## config.mk

```make
export PLATFORM = sky130hd
export DESIGN_NAME = mem_xfer_ctrl
export DESIGN_NICKNAME = d
export VERILOG_FILES = /design/src/rtl/mem_xfer_ctrl.sv
export SDC_FILE = /design/constraint.sdc
export NUM_CORES = 1
export LEC_CHECK = 0
export CAP_MARGIN = 10
export CORE_AREA = 4 4 81 83
export CTS_CLUSTER_SIZE = 14
export DETAILED_ROUTE_END_ITERATION = 12
export DIE_AREA = 0 0 85 87
export PLACE_DENSITY_LB_ADDON = 0.05
export RECOVER_POWER = 50
export SLEW_MARGIN = 15
export SYNTH_ARGS = -nofsm -noshare
export SYNTH_HDL_FRONTEND = slang
export SYNTH_SLANG_ARGS = --single-unit
```

## constraint.sdc

```tcl
create_clock -name clk -period 3.5 [get_ports clk]
set_input_delay 0.7 -clock clk [delete_from_list [all_inputs] [get_ports clk]]
set_output_delay 0.7 -clock clk [all_outputs]
set_load 0.05 [all_outputs]
```

## src/rtl/mem_xfer_ctrl.sv

```systemverilog
// -----------------------------------------------------------------------------
// mem_xfer_ctrl
//
// Sequencing controller for the memory-to-memory transfer datapath.
//
// One run does two things:
//   1. Loads DEPTH_A words from a valid-qualified source stream into memory A.
//   2. Moves A into memory B using one of two modes:
//        copy     : B[i] = A[i]                (2 cycles per B word)
//        pair-sum : B[i] = A[2i] + A[2i+1]     (3 cycles per B word)
//
// The controller owns the state register and both address counters. The
// datapath (memories, operand register, B write-data mux) sits outside and is
// steered by wea/web/addr_a/addr_b/acc_ld/acc_add.
//
// Parameters
//   ADDR_W   width of addr_a/addr_b and of the internal counters
//   DEPTH_A  words loaded into A per run; even, 2..2**ADDR_W
//
// Ports
//   clk       in   rising-edge clock
//   rst       in   asynchronous active-high reset; forces IDLE, outputs low/zero
//   start     in   begin a run (sampled only in IDLE)
//   mode      in   0 = copy, 1 = pair-sum; latched into mode_r on start
//   abort     in   synchronous cancel, honoured in every state except IDLE
//   in_valid  in   source word present on the A write-data bus
//   in_ready  out  high throughout LOAD
//   wea       out  memory A write enable (in_ready & in_valid)
//   addr_a    out  memory A address (write in LOAD, read in RD0/RD1)
//   web       out  memory B write enable
//   addr_b    out  memory B write address
//   acc_ld    out  datapath captures A read data into the operand register
//   acc_add   out  B write-data mux: 0 = A dout, 1 = operand + A dout
//   busy      out  high in every state except IDLE
//   done      out  one-cycle pulse on run completion
// -----------------------------------------------------------------------------
module mem_xfer_ctrl #(
   parameter int ADDR_W  = 4,
   parameter int DEPTH_A = 8
) (
   input  logic              clk,
   input  logic              rst,
   input  logic              start,
   input  logic              mode,
   input  logic              abort,
   input  logic              in_valid,
   output logic              in_ready,
   output logic              wea,
   output logic [ADDR_W-1:0] addr_a,
   output logic              web,
   output logic [ADDR_W-1:0] addr_b,
   output logic              acc_ld,
   output logic              acc_add,
   output logic              busy,
   output logic              done
);

   typedef enum logic [2:0] {
      IDLE = 3'd0,
      LOAD = 3'd1,
      RD0  = 3'd2,
      RD1  = 3'd3,
      WR   = 3'd4,
      DONE = 3'd5
   } state_t;

   // Terminal counter values. The last load beat is at DEPTH_A-1; the last
   // B word is DEPTH_A-1 in copy mode and DEPTH_A/2-1 in pair-sum mode.
   localparam logic [ADDR_W-1:0] LAST_A    = ADDR_W'(DEPTH_A - 1);
   localparam logic [ADDR_W-1:0] LAST_COPY = ADDR_W'(DEPTH_A - 1);
   localparam logic [ADDR_W-1:0] LAST_PAIR = ADDR_W'(DEPTH_A / 2 - 1);
   localparam logic [ADDR_W-1:0] ONE       = ADDR_W'(1);

   state_t              state;
   state_t              state_nxt;
   logic [ADDR_W-1:0]   cnt_a;
   logic [ADDR_W-1:0]   cnt_a_nxt;
   logic [ADDR_W-1:0]   cnt_b;
   logic [ADDR_W-1:0]   cnt_b_nxt;
   logic                mode_r;
   logic                mode_r_nxt;
   logic                last_b;

   // Last B word depends on the mode latched at start, never the live input.
   assign last_b = (cnt_b == (mode_r ? LAST_PAIR : LAST_COPY));

   // A write enable is the only output not taken from a register: a load beat
   // must be accepted in the same cycle the source presents it.
   assign wea = in_ready & in_valid;

   // --------------------------------------------------------------------------
   // Next-state and next-counter logic
   // --------------------------------------------------------------------------
   always_comb begin
      // NOTE: every signal written here gets a default first so no path leaves
      // it unassigned; otherwise synthesis would infer a latch to hold it.
      state_nxt  = state;
      cnt_a_nxt  = cnt_a;
      cnt_b_nxt  = cnt_b;
      mode_r_nxt = mode_r;

      case (state)
         IDLE: begin
            if (start) begin
               state_nxt  = LOAD;
               mode_r_nxt = mode;
               cnt_a_nxt  = '0;
               cnt_b_nxt  = '0;
            end
         end

         LOAD: begin
            // Idle source cycles hold the count, so addresses never skip.
            if (in_valid) begin
               if (cnt_a == LAST_A) begin
                  state_nxt = RD0;
                  cnt_a_nxt = '0;
               end else begin
                  cnt_a_nxt = cnt_a + ONE;
               end
            end
         end

         RD0: begin
            // Read A[cnt_a]. In pair mode the next read (odd word) follows
            // immediately while the even word is captured in RD1.
            if (mode_r) begin
               state_nxt = RD1;
               cnt_a_nxt = cnt_a + ONE;
            end else begin
               state_nxt = WR;
            end
         end

         RD1: begin
            state_nxt = WR;
         end

         WR: begin
            if (last_b) begin
               // Clear here so the counters never wrap past the last address.
               state_nxt = DONE;
               cnt_a_nxt = '0;
               cnt_b_nxt = '0;
            end else begin
               state_nxt = RD0;
               cnt_a_nxt = cnt_a + ONE;
               cnt_b_nxt = cnt_b + ONE;
            end
         end

         DONE: begin
            state_nxt = IDLE;
         end

         default: begin
            state_nxt = IDLE;
            cnt_a_nxt = '0;
            cnt_b_nxt = '0;
         end
      endcase

      // Abort overrides every transition outside IDLE. In IDLE it is ignored,
      // so a simultaneous start still launches a run.
      if (abort && (state != IDLE)) begin
         state_nxt = IDLE;
         cnt_a_nxt = '0;
         cnt_b_nxt = '0;
      end
   end

   // --------------------------------------------------------------------------
   // State, counters and registered outputs
   //
   // Outputs are registered from the next-state values so each one is a clean
   // flop output that matches the state it belongs to in the same cycle.
   // --------------------------------------------------------------------------
   always_ff @(posedge clk or posedge rst) begin
      if (rst) begin
         state    <= IDLE;
         cnt_a    <= '0;
         cnt_b    <= '0;
         mode_r   <= 1'b0;
         in_ready <= 1'b0;
         addr_a   <= '0;
         web      <= 1'b0;
         addr_b   <= '0;
         acc_ld   <= 1'b0;
         acc_add  <= 1'b0;
         busy     <= 1'b0;
         done     <= 1'b0;
      end else begin
         // NOTE: non-blocking assignments so every flop samples the values
         // from before this edge, independent of statement order.
         state    <= state_nxt;
         cnt_a    <= cnt_a_nxt;
         cnt_b    <= cnt_b_nxt;
         mode_r   <= mode_r_nxt;
         in_ready <= (state_nxt == LOAD);
         // Addresses read as zero whenever their counter is not in use.
         addr_a   <= (state_nxt inside {LOAD, RD0, RD1}) ? cnt_a_nxt : '0;
         web      <= (state_nxt == WR);
         addr_b   <= (state_nxt == WR) ? cnt_b_nxt : '0;
         acc_ld   <= (state_nxt == RD1);
         acc_add  <= (state_nxt == WR) && mode_r_nxt;
         busy     <= (state_nxt != IDLE);
         done     <= (state_nxt == DONE);
      end
   end

endmodule

```

met2.png
Drawn at 4 px/um.
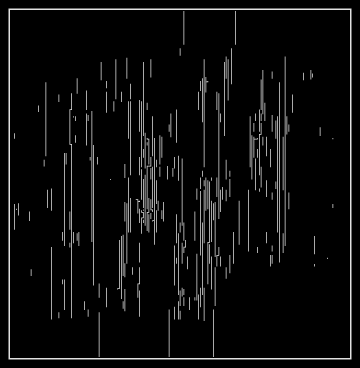
nets with wire on the layer: 147
longest straight run: 47.3 um
wire length on this layer: 1550 um
share of all routed wire: 44%

final_congestion.png
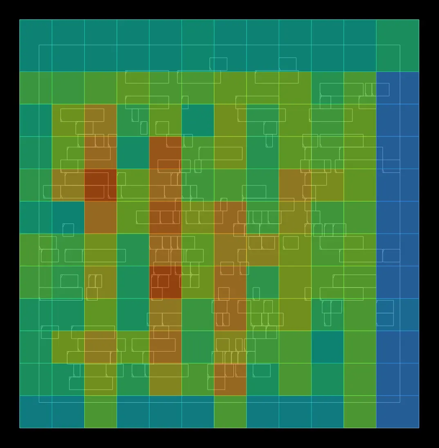
final core utilization: 0.294
WL/cell: 14.7 um
met1 Track Usage GR: 0.136
M2 GR Usage: 0.167

drive_strength.png
Drawn at 6 px/um.
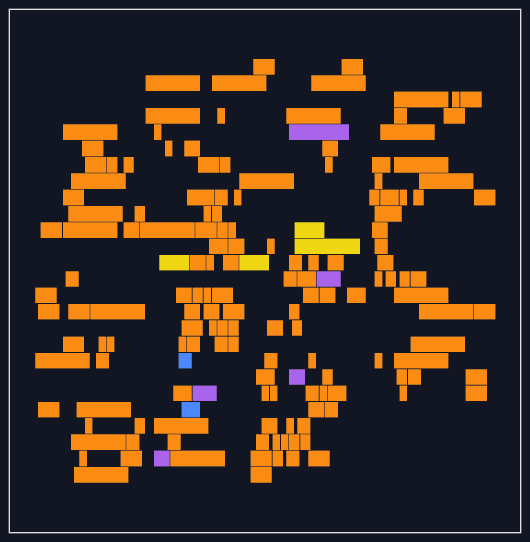
[orange] drive 1 or less | cells: 150 | share: 93%
[blue] drive 2 | cells: 2 | share: 1.2%
[purple] drive 3 to 4 | cells: 5 | share: 3.1%
[yellow] drive 6 and up | cells: 4 | share: 2.5%

zoom.png
Region (30, 31) to (55, 56) um. Cells in grey, sequential cells in the stronger grey; small squares are vias.
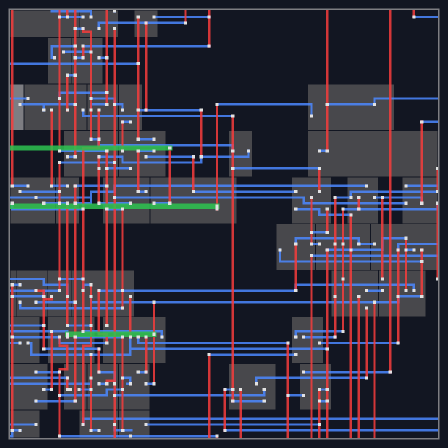
[blue] met1
[green] met3
[red] met2
cells with their middle in the window: 41
sequential cells in the window: 0
most frequent: o211ai_1 (4)

==> flow_summary.json <==
{
  "status": "finished, final reports clean",
  "pg_seq_mw": 0.393,
  "openroad.warnings": 26,
  "routed_wl_mm": 3.48,
  "inverters": 7,
  "synthMostInstantiatedCell": "dfrtp_1",
  "synth_area_per_cell_um2": 9.77,
  "taps": 75,
  "core_um2": 5850,
  "first_pass_iters": 4,
  "cts_made_buffers": 3,
  "routed_via_density": 4.76,
  "clock_latency_ns": 0.27,
  "ant_nets": 0,
  "area_dominant_class": "multi-input combinational cells",
  "grt_overflow": 0,
  "cp.required_ns": 2.80,
  "cts_root_buf": "clkbuf_8",
  "fp_util": 0.235,
  "crit_cells": 3,
  "fillers": 605,
  "fmax_mhz": 336,
  "grtUsageMet3": 0.0284,
  "yosysTopAreaCellShare": 0.472,
  "startpoint_type": "input pin",
  "aoi_share": 0.191,
  "path_delay_family": "buffers and inverters",
  "clockNetworkAreaShare": 0.0414,
  "rr_endpoint": "addr_b[0]$_DFF_PP0_",
  "cap_viol_max_count": 0,
  "hold_path.class": "flip-flop to flip-flop",
  "path_clk_slew_ns": 0.09,
  "logic_area_um2": 666,
  "post-cts-setup-buffer-count": 0,
  "finClkSkew_ns": 0.00547,
  "final.setup.worst_slack_ns": 0.528,
  "worstHoldStart": "cnt_b[3]$_DFF_PP0_",
  "netlist_area_um2": 1380,
  "diodes": 0,
  "synth.area.top_cells": "dfrtp_1 47%, nor2_1 3.5%, o21ai_0 2.9%",
  "leakage_nw": 0.749,
  "async_flop_share": 1.00,
  "min_path_cells": 1,
  "cts_resized": 0,
  "share_comb_of_total_power": 0.357,
  "cp_slowest_stage_delay_ns": 0.80,
  "rsz0062_at_grt": "false",
  "h-tree-depth": 1,
  "fp_nets": 149,
  "ys_cells": 141,
  "max-vdd-ir-drop_mv": 0.289,
  "num-nets-final": 170,
  "placed_cells": 232,
  "layout.cells.non_filler": 236,
  "min_to": "cnt_b[3]$_DFF_PP0_",
  "dieHeight_um": 87,
  "drive_above_1_share": 0.0683,
  "drtIter0Drc": 81,
  "drc": 0,
  "reg2reg_depth": 5,
  "ioPinCount": 21,
  "p_sw_mw": 0.378,
  "numSynthFlops": 26,
  "comb_power_mw": 0.358,
  "p_total_mw": 1.00,
  "hold_ws_ns": 0.531,
  "clockBufferCount": 3,
  "grt_max_degree": 27,
  "clk_path_buf_depth": 2,
  "crit_path_end_kind": "primary output",
  "post_dp_cell_area_um2": 1660,
  "slowest_stage": "clkdlybuf4s50_1",
  "power.internal_mw": 0.624,
  "final_layout_top_logic_cell": "dfrtp_1",
  "hold_buffers": 0,
  "slew_violations": 0,
  "xor_area_frac": 0.00636,
  "synth-edff-count": 0,
  "fin_crit_sh": 0.849,
  "pg_clk_mw": 0.250
}
